[src/rtl/fifo_pkg.sv]
// Shared defaults, width helper and status bundle for sync_fifo_param.
package fifo_pkg;

   localparam int unsigned DEF_DATA_W = 16;
   localparam int unsigned DEF_DEPTH  = 8;

   function automatic int unsigned cnt_w(input int unsigned depth);
      return $clog2(depth + 1);
   endfunction

   typedef struct packed {
      logic full;
      logic empty;
      logic almostfull;
      logic almostempty;
   } fifo_status_t;

endpackage

[src/rtl/fifo_mem.sv]
// DEPTH x DATA_W register array with one write port and one registered read port.
module fifo_mem
   import fifo_pkg::*;
#(
   parameter int unsigned  DATA_W = DEF_DATA_W,
   parameter int unsigned  DEPTH  = DEF_DEPTH,
   localparam int unsigned PTR_W  = $clog2(DEPTH)
) (
   input  logic              clk,
   input  logic              rst,
   input  logic              wr_en,
   input  logic [PTR_W-1:0]  wr_addr,
   input  logic [DATA_W-1:0] wr_data,
   input  logic              rd_en,
   input  logic [PTR_W-1:0]  rd_addr,
   output logic [DATA_W-1:0] rd_data
);

   logic [DATA_W-1:0] mem_q [DEPTH];
   logic [DATA_W-1:0] mem_d [DEPTH];
   logic [DATA_W-1:0] rd_data_q, rd_data_d;

   always_comb begin
      mem_d = mem_q;
      if (wr_en) mem_d[wr_addr] = wr_data;
      rd_data_d = rd_data_q;
      if (rd_en) rd_data_d = mem_q[rd_addr];
   end

   // Array contents survive reset; only the output register is cleared.
   always_ff @(posedge clk) begin
      mem_q <= mem_d;
      if (rst) rd_data_q <= '0;
      else     rd_data_q <= rd_data_d;
   end

   assign rd_data = rd_data_q;

endmodule

[src/rtl/sync_fifo_param.sv]
// Parametrised single-clock FIFO with flags, ack/error pulses and synchronous flush.
// Define FIFO_COUNT_EN to expose the occupancy register on the count port.
module sync_fifo_param
   import fifo_pkg::*;
#(
   parameter int unsigned  DATA_W   = DEF_DATA_W,
   parameter int unsigned  DEPTH    = DEF_DEPTH,
   parameter int unsigned  AF_LEVEL = DEPTH - 1,
   parameter int unsigned  AE_LEVEL = 1,
   localparam int unsigned CNT_W    = cnt_w(DEPTH)
) (
   input  logic              clk,
   input  logic              rst,
   input  logic              flush,
   input  logic              wr_en,
   input  logic [DATA_W-1:0] data_in,
   input  logic              rd_en,
   output logic [DATA_W-1:0] data_out,
   output logic              wr_ack,
   output logic              overflow,
   output logic              underflow,
   output logic              full,
   output logic              empty,
   output logic              almostfull,
   output logic              almostempty
`ifdef FIFO_COUNT_EN
  ,output logic [CNT_W-1:0]  count
`endif
);

   localparam int unsigned PTR_W = $clog2(DEPTH);

   logic [PTR_W-1:0] wr_ptr_q, wr_ptr_d, rd_ptr_q, rd_ptr_d;
   logic [CNT_W-1:0] cnt_q, cnt_d;
   logic             wr_ack_q, wr_ack_d;
   logic             overflow_q, overflow_d;
   logic             underflow_q, underflow_d;
   logic             wr_go, rd_go;
   fifo_status_t     status;

   // Wrap by compare so non-power-of-2 depths work.
   function automatic logic [PTR_W-1:0] next_ptr(input logic [PTR_W-1:0] p);
      return (p == PTR_W'(DEPTH - 1)) ? '0 : p + 1'b1;
   endfunction

   always_comb begin
      status.full        = (cnt_q == CNT_W'(DEPTH));
      status.empty       = (cnt_q == '0);
      status.almostfull  = (cnt_q >= CNT_W'(AF_LEVEL)) && !status.full;
      status.almostempty = (cnt_q <= CNT_W'(AE_LEVEL)) && !status.empty;
   end

   always_comb begin
      wr_go       = wr_en && !status.full  && !flush;
      rd_go       = rd_en && !status.empty && !flush;
      wr_ack_d    = wr_go;
      overflow_d  = wr_en && status.full  && !flush;
      underflow_d = rd_en && status.empty && !flush;
      wr_ptr_d    = wr_ptr_q;
      rd_ptr_d    = rd_ptr_q;
      cnt_d       = cnt_q;
      if (flush) begin
         wr_ptr_d = '0;
         rd_ptr_d = '0;
         cnt_d    = '0;
      end else begin
         if (wr_go) wr_ptr_d = next_ptr(wr_ptr_q);
         if (rd_go) rd_ptr_d = next_ptr(rd_ptr_q);
         if (wr_go && !rd_go)      cnt_d = cnt_q + 1'b1;
         else if (rd_go && !wr_go) cnt_d = cnt_q - 1'b1;
      end
   end

   always_ff @(posedge clk) begin
      if (rst) begin
         wr_ptr_q    <= '0;
         rd_ptr_q    <= '0;
         cnt_q       <= '0;
         wr_ack_q    <= 1'b0;
         overflow_q  <= 1'b0;
         underflow_q <= 1'b0;
      end else begin
         wr_ptr_q    <= wr_ptr_d;
         rd_ptr_q    <= rd_ptr_d;
         cnt_q       <= cnt_d;
         wr_ack_q    <= wr_ack_d;
         overflow_q  <= overflow_d;
         underflow_q <= underflow_d;
      end
   end

   fifo_mem #(
      .DATA_W (DATA_W),
      .DEPTH  (DEPTH)
   ) u_mem (
      .clk     (clk),
      .rst     (rst),
      .wr_en   (wr_go),
      .wr_addr (wr_ptr_q),
      .wr_data (data_in),
      .rd_en   (rd_go),
      .rd_addr (rd_ptr_q),
      .rd_data (data_out)
   );

   assign wr_ack      = wr_ack_q;
   assign overflow    = overflow_q;
   assign underflow   = underflow_q;
   assign full        = status.full;
   assign empty       = status.empty;
   assign almostfull  = status.almostfull;
   assign almostempty = status.almostempty;
`ifdef FIFO_COUNT_EN
   assign count       = cnt_q;
`endif

endmodule

[config.mk]
export PLATFORM = sky130hd
export DESIGN_NAME = sync_fifo_param
export DESIGN_NICKNAME = d
export VERILOG_FILES = /design/src/rtl/fifo_pkg.sv /design/src/rtl/fifo_mem.sv /design/src/rtl/sync_fifo_param.sv
export SDC_FILE = /design/constraint.sdc
export NUM_CORES = 1
export LEC_CHECK = 0
export CAP_MARGIN = 30
export CORE_MARGIN = 2
export CORE_UTILIZATION = 55
export CTS_BUF_LIST = sky130_fd_sc_hd__clkbuf_4 sky130_fd_sc_hd__clkbuf_8
export CTS_CLUSTER_SIZE = 12
export DETAILED_ROUTE_END_ITERATION = 16
export PLACE_DENSITY = 0.75
export SLEW_MARGIN = 30
export SYNTH_ARGS = -nofsm -noshare
export SYNTH_HDL_FRONTEND = slang
export SYNTH_SLANG_ARGS = --single-unit
[constraint.sdc]
create_clock -name clk -period 4.5 [get_ports clk]
set_input_delay 0.9 -clock clk [delete_from_list [all_inputs] [get_ports clk]]
set_output_delay 0.9 -clock clk [all_outputs]
set_load 0.1 [all_outputs]
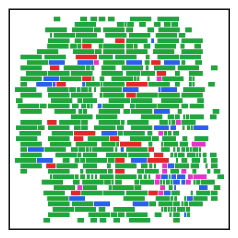
(images/sizing.png)
Drawn at 2 px/µm.
- magenta: x3 and x4 (cells 16; most used buf_4)
- green: x1 and smaller (cells 358; most used edfxtp_1)
- red: x6 and larger (cells 23; most used clkbuf_8)
- blue: x2 (cells 36; most used mux4_2)
final non-filler cell area: 0.007136 mm²
layout overhead on the synthesized area: 17.23%

==> metrics.cfg <==
[global_route]
grt_first_pass_wirelength_um = 17880
grt-busiest-layer = met2
globalRouteMet3Util = 0.06216
grt_start_max_net_pins = 32
use_met1 = 0.2609

[final_timing]
layout_min_cycle_time_ns = 3.604
setup_ws_ns = 0.8956
setup_tns_ns = 0
unrepaired_setup_endpoints_after_global_routing = no
timing.clock.skew_ns = 0.009281

[clocking]
cts_hold_buf = 0

[floorplan]
well_tap_count = 140
fp.dieArea_mm2 = 0.01192

[final_layout]
antenna-diode-count = 0
comb_area_share = 0.2169
number_of_clock_buffers_in_the_layout = 18
fillerInstances = 757

[setup_path]
crit_path_cell_trace = inv_1, ha_1, nor3b_2, clkdlybuf4s50_1
top_delay_family_on_crit_path = buffers and inverters
crit_fanout = 6
buffer_and_inverter_tally_for_the_worst_setup_path = 2
timing.critical_path.required_ns = 3.60
worst_path_largest_cell_delay_ns = 1.20

[yosys]
top_area_cell = sky130_fd_sc_hd__edfxtp_1
syn-cell-area_mm2 = 0.006087

[placement]
place.detailed.instances = 541

[detailed_routing]
detailedRoute.firstPassIterationCount = 4
routed-via-count = 3285
drt_iter0_markers = 199

[power_and_ir_drop]
seq_power_share = 0.538

[worst_hold_path]
cell_depth_of_the_worst_min_delay_path = 2

[outcome]
run_status = completed

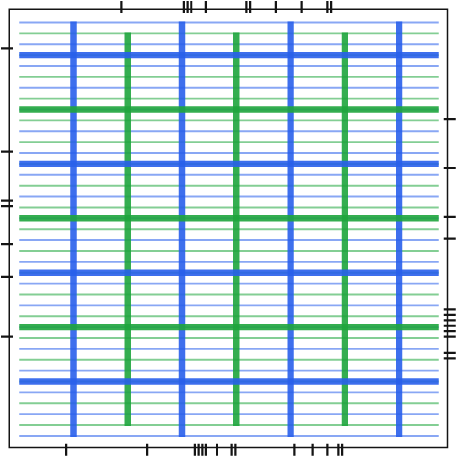
(images/floorplan.png)
Drawn at 4 px/µm. Pins as bars on the die edge.
- blue: VSS
- green: VDD
- signal pins: 44
- met1 rails: 39
- met4 straps: 7
- rows: 38
Std-Cell Core Area: 0.01084 mm²
worst vdd rail ir drop: 0.2364 mV
width of the chip: 109.2 µm
vertical die size: 109.2 µm

final timing paths:
path,startpoint,end,slack (ns)
min,u_mem.rd_data[6],u_mem.rd_data[6],0.50
max reg2reg,cnt_q[0],cnt_q[3],1.63
min reg2reg,u_mem.rd_data[6],u_mem.rd_data[6],0.50
max,cnt_q[0],empty,0.90
through the flow:
step	power (mW)	hold WS, ns
2_1_floorplan	1.806	0.4976
3_3_place_gp	1.878	0.4852
3_5_place_dp	1.884	0.4856
4_1_cts	3.002	0.4968
5_1_grt	3.076	0.5280
6_report	2.984	0.4975
sequential cells by signal, indices dropped and copies added (netlist names):
name / flops
u_mem.mem_q: 128
cnt_q: 4
wr_ack: 1
u_mem.rd_data: 16
rd_ptr_q: 3
overflow: 1
wr_ptr_q: 3
underflow: 1
cells by family after synthesis:
| logic type | count (synthesis) | share of synthesized area |
|---|---|---|
| AND-OR/OR-AND | 43 | 0.04584 |
| XOR/XNOR | 3 | 0.004317 |
| adder cells (fa/ha/maj) | 9 | 0.01850 |
| buffers and inverters | 28 | 0.02323 |
| flip-flops | 157 | 0.7268 |
| multiplexers | 50 | 0.1151 |
| AND/OR/NAND/NOR | 77 | 0.06619 |
tightest hold or removal path: stages (launching register included):
cell and delay, ns:
sky130_fd_sc_hd__dfxtp_1 0.32, sky130_fd_sc_hd__nor2_1 0.09, sky130_fd_sc_hd__nor3_1 0.05
power by group through the flow:
| stage | combinational, mW | clock, mW | sequential (mW) |
|---|---|---|---|
| after CTS | 0.246 | 1.15 | 1.61 |
| final | 0.245 | 1.13 | 1.61 |
| after detailed placement | 0.245 | 0 | 1.64 |
| after global placement | 0.240 | 0 | 1.64 |
| after floorplan | 0.104 | 0 | 1.70 |
| after global routing | 0.263 | 1.21 | 1.61 |
No activity file was given, so power comes from the tool's default toggle rates.
